## src/rtl/move_ctrl.sv

```systemverilog
// Chess move sequencer: turns mouse clicks into pick/place moves and drives the board write port.
// Latency: click event 3 cycles after an LMB rising edge; the FSM acts 1 cycle later; commit is 2 writes then move_done.
// Backpressure: none. Clicks arriving while a move is being written are dropped, not queued.
//
// Ports: clk/rst_n (async active-low), lmb + mouse_xpos/ypos from the mouse, board[row][col] snapshot in;
//        sel_valid/sel_square/turn status, board_we/addr/wdata write port, move_done/capture pulses out.
module move_ctrl #(
    parameter int BOARD_X0 = 256,
    parameter int BOARD_Y0 = 128,
    parameter int SQ_LOG2  = 6
) (
    input  logic                   clk,
    input  logic                   rst_n,
    input  logic                   lmb,
    input  logic [11:0]            mouse_xpos,
    input  logic [11:0]            mouse_ypos,
    input  logic [0:7][0:7][3:0]   board,
    output logic                   sel_valid,
    output logic [5:0]             sel_square,
    output logic                   turn,
    output logic                   board_we,
    output logic [5:0]             board_addr,
    output logic [3:0]             board_wdata,
    output logic                   move_done,
    output logic                   capture
);

    typedef enum logic [2:0] {IDLE, PICKED, WR_DST, WR_SRC, DONE} state_t;

    // Board is 8 squares of 2**SQ_LOG2 pixels on each side.
    localparam logic [11:0] SPAN = 12'(8 << SQ_LOG2);

    state_t       state;
    logic         sync1, sync2, sync3;
    logic         evt;
    logic [5:0]   evt_sq;
    logic [3:0]   evt_piece;
    logic         cap;

    logic [12:0]  dx, dy;
    logic         on_board;
    logic [5:0]   cur_sq;
    logic         evt_own;

    // 13-bit subtraction: cursors left of / above the origin set bit 12 and are off-board.
    assign dx       = {1'b0, mouse_xpos} - 13'(BOARD_X0);
    assign dy       = {1'b0, mouse_ypos} - 13'(BOARD_Y0);
    assign on_board = !dx[12] && !dy[12] && (dx[11:0] < SPAN) && (dy[11:0] < SPAN);
    assign cur_sq   = {dy[SQ_LOG2 +: 3], dx[SQ_LOG2 +: 3]};
    assign evt_own  = (evt_piece != 4'h0) && (evt_piece[3] == turn);

    // Synchroniser, edge detect and click capture. Off-board clicks never become events.
    always_ff @(posedge clk or negedge rst_n) begin
        if (!rst_n) begin
            sync1     <= 1'b0;
            sync2     <= 1'b0;
            sync3     <= 1'b0;
            evt       <= 1'b0;
            evt_sq    <= 6'd0;
            evt_piece <= 4'h0;
        end else begin
            sync1 <= lmb;
            sync2 <= sync1;
            sync3 <= sync2;
            evt   <= sync2 && !sync3 && on_board;
            if (sync2 && !sync3) begin
                evt_sq    <= cur_sq;
                evt_piece <= board[cur_sq[5:3]][cur_sq[2:0]];
            end
        end
    end

    always_ff @(posedge clk or negedge rst_n) begin
        if (!rst_n) begin
            state       <= IDLE;
            sel_valid   <= 1'b0;
            sel_square  <= 6'd0;
            turn        <= 1'b0;
            board_we    <= 1'b0;
            board_addr  <= 6'd0;
            board_wdata <= 4'h0;
            move_done   <= 1'b0;
            capture     <= 1'b0;
            cap         <= 1'b0;
        end else begin
            board_we  <= 1'b0;
            move_done <= 1'b0;
            capture   <= 1'b0;
            case (state)
                IDLE: begin
                    if (evt && evt_own) begin
                        sel_square <= evt_sq;
                        sel_valid  <= 1'b1;
                        state      <= PICKED;
                    end
                end
                PICKED: begin
                    if (evt) begin
                        if (evt_sq == sel_square) begin
                            sel_valid <= 1'b0;
                            state     <= IDLE;
                        end else if (evt_own) begin
                            sel_square <= evt_sq;
                        end else begin
                            // Destination write is set up here so board_we rises on entry to WR_DST.
                            board_we    <= 1'b1;
                            board_addr  <= evt_sq;
                            board_wdata <= board[sel_square[5:3]][sel_square[2:0]];
                            cap         <= (evt_piece != 4'h0);
                            state       <= WR_DST;
                        end
                    end
                end
                WR_DST: begin
                    board_we    <= 1'b1;
                    board_addr  <= sel_square;
                    board_wdata <= 4'h0;
                    state       <= WR_SRC;
                end
                WR_SRC: begin
                    move_done <= 1'b1;
                    capture   <= cap;
                    turn      <= ~turn;
                    sel_valid <= 1'b0;
                    state     <= DONE;
                end
                DONE: begin
                    state <= IDLE;
                end
                default: state <= IDLE;
            endcase
        end
    end

endmodule

```

## config.mk

```make
export PLATFORM = sky130hd
export DESIGN_NAME = move_ctrl
export DESIGN_NICKNAME = d
export VERILOG_FILES = /design/src/rtl/move_ctrl.sv
export SDC_FILE = /design/constraint.sdc
export NUM_CORES = 1
export LEC_CHECK = 0
export CAP_MARGIN = 20
export CORE_MARGIN = 10
export CORE_UTILIZATION = 35
export CTS_CLUSTER_SIZE = 14
export DETAILED_ROUTE_END_ITERATION = 16
export GPL_TIMING_DRIVEN = 0
export PLACE_DENSITY = 0.75
export SYNTH_ARGS = -nofsm -noshare
export SYNTH_HDL_FRONTEND = slang
export SYNTH_SLANG_ARGS = --single-unit
```

## constraint.sdc

```tcl
create_clock -name clk -period 3.4 [get_ports clk]
set_input_delay 0.85 -clock clk [delete_from_list [all_inputs] [get_ports clk]]
set_output_delay 0.85 -clock clk [all_outputs]
set_load 0.03 [all_outputs]
```

**Metal 3**

(2 px per um)
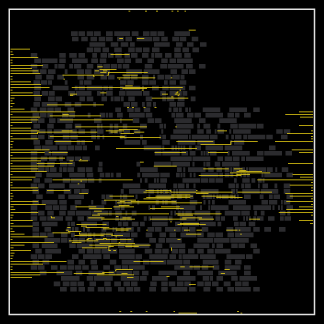
wire length on this layer = 2,570 um
nets with wire on the layer = 242
main direction = horizontal
Via Count: 6,599
final WL: 30,100 um

==> flow_metrics.py <==
# Flow results
metrics = {
    "clock_network": {
        "ctsResizeCount": 9,
        "clockRootBuffer": "clkbuf_16",
        "ctsHtreeMaxLevel": 2,
        "ctsHoldBuffers": 0,
        "insertion_delay_ns": 0.28,
        "clk_pin_slew_worst_paths_ns": 0.06,
        "cts_buffer_depth": 2,
        "cts_tree": "yes",
        "cts_buffers": 5,
        "clkSinkCount": 39,
        "postCtsSetupBuffers": 0,
    },
    "cells_and_area": {
        "final_cells": 1056,
        "final_core_utilization": 0.550,
        "final_area_sq_um": 9450,
        "drive_gt1_frac": 0.213,
        "top_regs": "board_addr (6), evt_sq (6), sel_square (6)",
        "nNetsFinal": 1114,
        "area_delta_synth_final_pct": 55.2,
        "layout.cells.most_common": "clkdlybuf4s50_1",
        "lay_top_cells": "287 x clkdlybuf4s50_1, 83 x mux4_2, 70 x mux2i_1",
    },
    "timing": {
        "min_period_ns": 3.30,
        "clock.fmax_ghz": 0.303,
        "maxSlewViolCount": 0,
        "hold_viol": 0,
        "finalSetupTns_ns": 0,
        "finClkSkew_ns": 0.00708,
        "setup_viol": 0,
        "setup_ws_ns": 0.102,
        "rsz0062_at_grt": "false",
        "timing.final.crit_share": 0.970,
        "whs_ns": 0.370,
        "max_slew_margin": 0.416,
        "worstMarginPinSlew_ns": 0.876,
    },
    "drt": {
        "routed_via_density": 6.25,
        "dr.pass1.iters": 6,
        "drt_first_iter_violations": 587,
        "ant_nets": 0,
        "drc": 0,
        "wl_per_cell_um": 28.5,
    },
    "worst_setup_path": {
        "crit_fanout": 10,
        "critPathKind": "input port to flop",
        "end_kind": "flop",
        "required_ns": 3.56,
        "regToRegSetupSlack_ns": 0.45,
        "critPathArrivalTime_ns": 3.45,
        "critPathLaunchType": "input port",
    },
    "hold_path": {
        "hp-class": "flop to flop",
    },
    "yosys": {
        "ys_cells": 534,
        "edf_count": 0,
        "top_cell": "mux4_2",
        "syn_inst": 534,
        "flop_cell": "dfrtp_1",
        "syn-cell-area_sq_um": 6090,
        "yosysSeqAreaShare": 0.160,
        "syn_avg_cell_area_sq_um": 11.4,
        "ys_types": 56,
        "ys.warnings.count": 0,
        "ys_ff": 39,
        "yosys_area_sq_um": 6090,
        "yosys-top-cells-area": "mux4_2 31%, dfrtp_1 16%, mux2i_1 12%",
        "async_flop_share": 1.00,
        "yosys.area.top_type": "mux4_2",
        "syn_nets": 819,
        "top_area_frac": 0.307,
        "top_cells_by_count": "83 x mux4_2, 70 x mux2i_1, 41 x mux2_2",
    },
    "placement": {
        "dpl.hpwl_um": 25100,
        "post_dp_cell_area_sq_um": 9250,
        "port_buffers": 288,
        "dp.cells": 1047,
        "finalWeightedCongestion": 0.920,
        "pre_cts_ws_ns": -1.23,
    },
    "global_route": {
        "grt_pass1_vias": 7255,
        "grt_overflow_total": 0,
        "grt_first_pass_wirelength_um": 45000,
        "use_met1": 0.292,
        "grtUsageMet2": 0.434,
        "grt_max_degree": 40,
        "antenna_found_initial": 1,
        "use_met3": 0.0567,
        "grt_usage": 0.248,
        "top_usage_layer": "met2",
    },
    "die": {
        "dieArea_sq_um": 23100,
        "die_w_um": 152,
        "rows": 48,
        "core_area_sq_um": 17200,
        "die_y_um": 152,
        "fp_util": 0.354,
        "ios": 304,
    },
    "outcome": {
        "status": "finished clean",
    },
    "power": {
        "power_leakage_uw": 0.00345,
        "p_per_area_nw_per_um2": 254,
        "finalPower_uw": 2400,
        "ir_drop_mv": 0.209,
    },
    "flow_run": {
        "warnings": 38,
        "cap_violations": 0,
    },
}
**Port wiring**

(3 px per um)
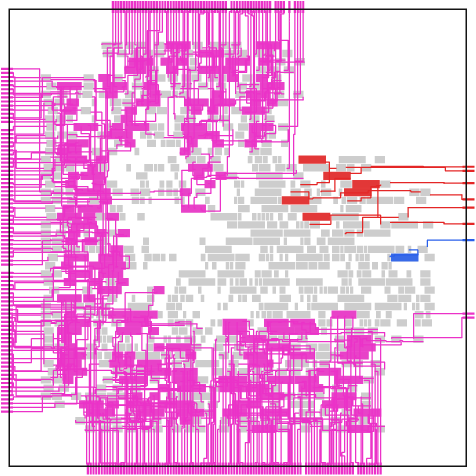
blue -> sel_valid  # bits 1, direction output, edge right, end cells 1, buffers 1, wire 28.9 um
magenta -> board  # bits 256, direction input, edge 105 bottom, 83 left, 66 top, 2 right, end cells 168, buffers 256, wire 11,700 um
red -> board_addr  # bits 6, direction output, edge right, end cells 6, buffers 6, wire 326 um

logic make-up (layout without fill, tap and decap cells):
group	after synthesis	after routing	synth area share
AOI/OAI and AO/OA	100	100	0.116
xor gates and xnor gates	8	8	0.0115
adders and majority gates	2	2	0.00411
buffers and inverters	64	360	0.0586
DFF	39	39	0.160
muxes	208	208	0.558
other	0	1	0
and+or+nand+nor	113	113	0.0909
worst paths after layout:
| kind | startpoint | end | cells after the start |
|---|---|---|---|
| min in group asynchronous | rst_n | sel_valid | 1 |
| hold / removal | sync1 | sync2 | 0 |
| max in group asynchronous | rst_n | sel_square[4] | 1 |
| hold reg to reg | sync1 | sync2 | 0 |
| setup reg to reg | sel_square[3] | board_wdata[2] | 9 |
| setup / recovery | mouse_ypos[7] | evt_piece[3] | 13 |
final cells by class:
class / instances / area (sq um)
Clock buffer: 6 / 139
Buffer: 56 / 350
Sequential cell: 39 / 976
Fill cell: 1549 / 7730
Timing Repair Buffer: 288 / 2880
Antenna cell: 1 / 2.50
Tap cell: 225 / 282
Multi-Input combinational cell: 431 / 4750
Inverter: 8 / 30.0
Clock inverter: 2 / 35.0
critical path, stage by stage:
cell      delay, ns
clkbuf_2       0.21
buf_6          0.21
inv_1          0.16
ha_1           0.32
clkbuf_4       0.22
buf_4          0.23
buf_4          0.27
mux2i_1        0.24
nand3_1        0.09
nand4_1        0.16
o311ai_0       0.16
a22oi_1        0.23
nand3_1        0.10
power by group:
part / leakage, uW / switching, uW / internal (uW)
logic: 0.00286 / 563 / 738
registers: 0.000503 / 43.8 / 503
clock network: 0.0000869 / 184 / 365
total: 0.00345 / 790 / 1610
per-layer routing:
layer / part of all wire / wire [um]
met5: 0 / 0
met4: 0.038 / 1140
met3: 0.085 / 2570
met2: 0.50 / 15200
met1: 0.37 / 11300
No activity file was given, so power comes from the tool's default toggle rates.
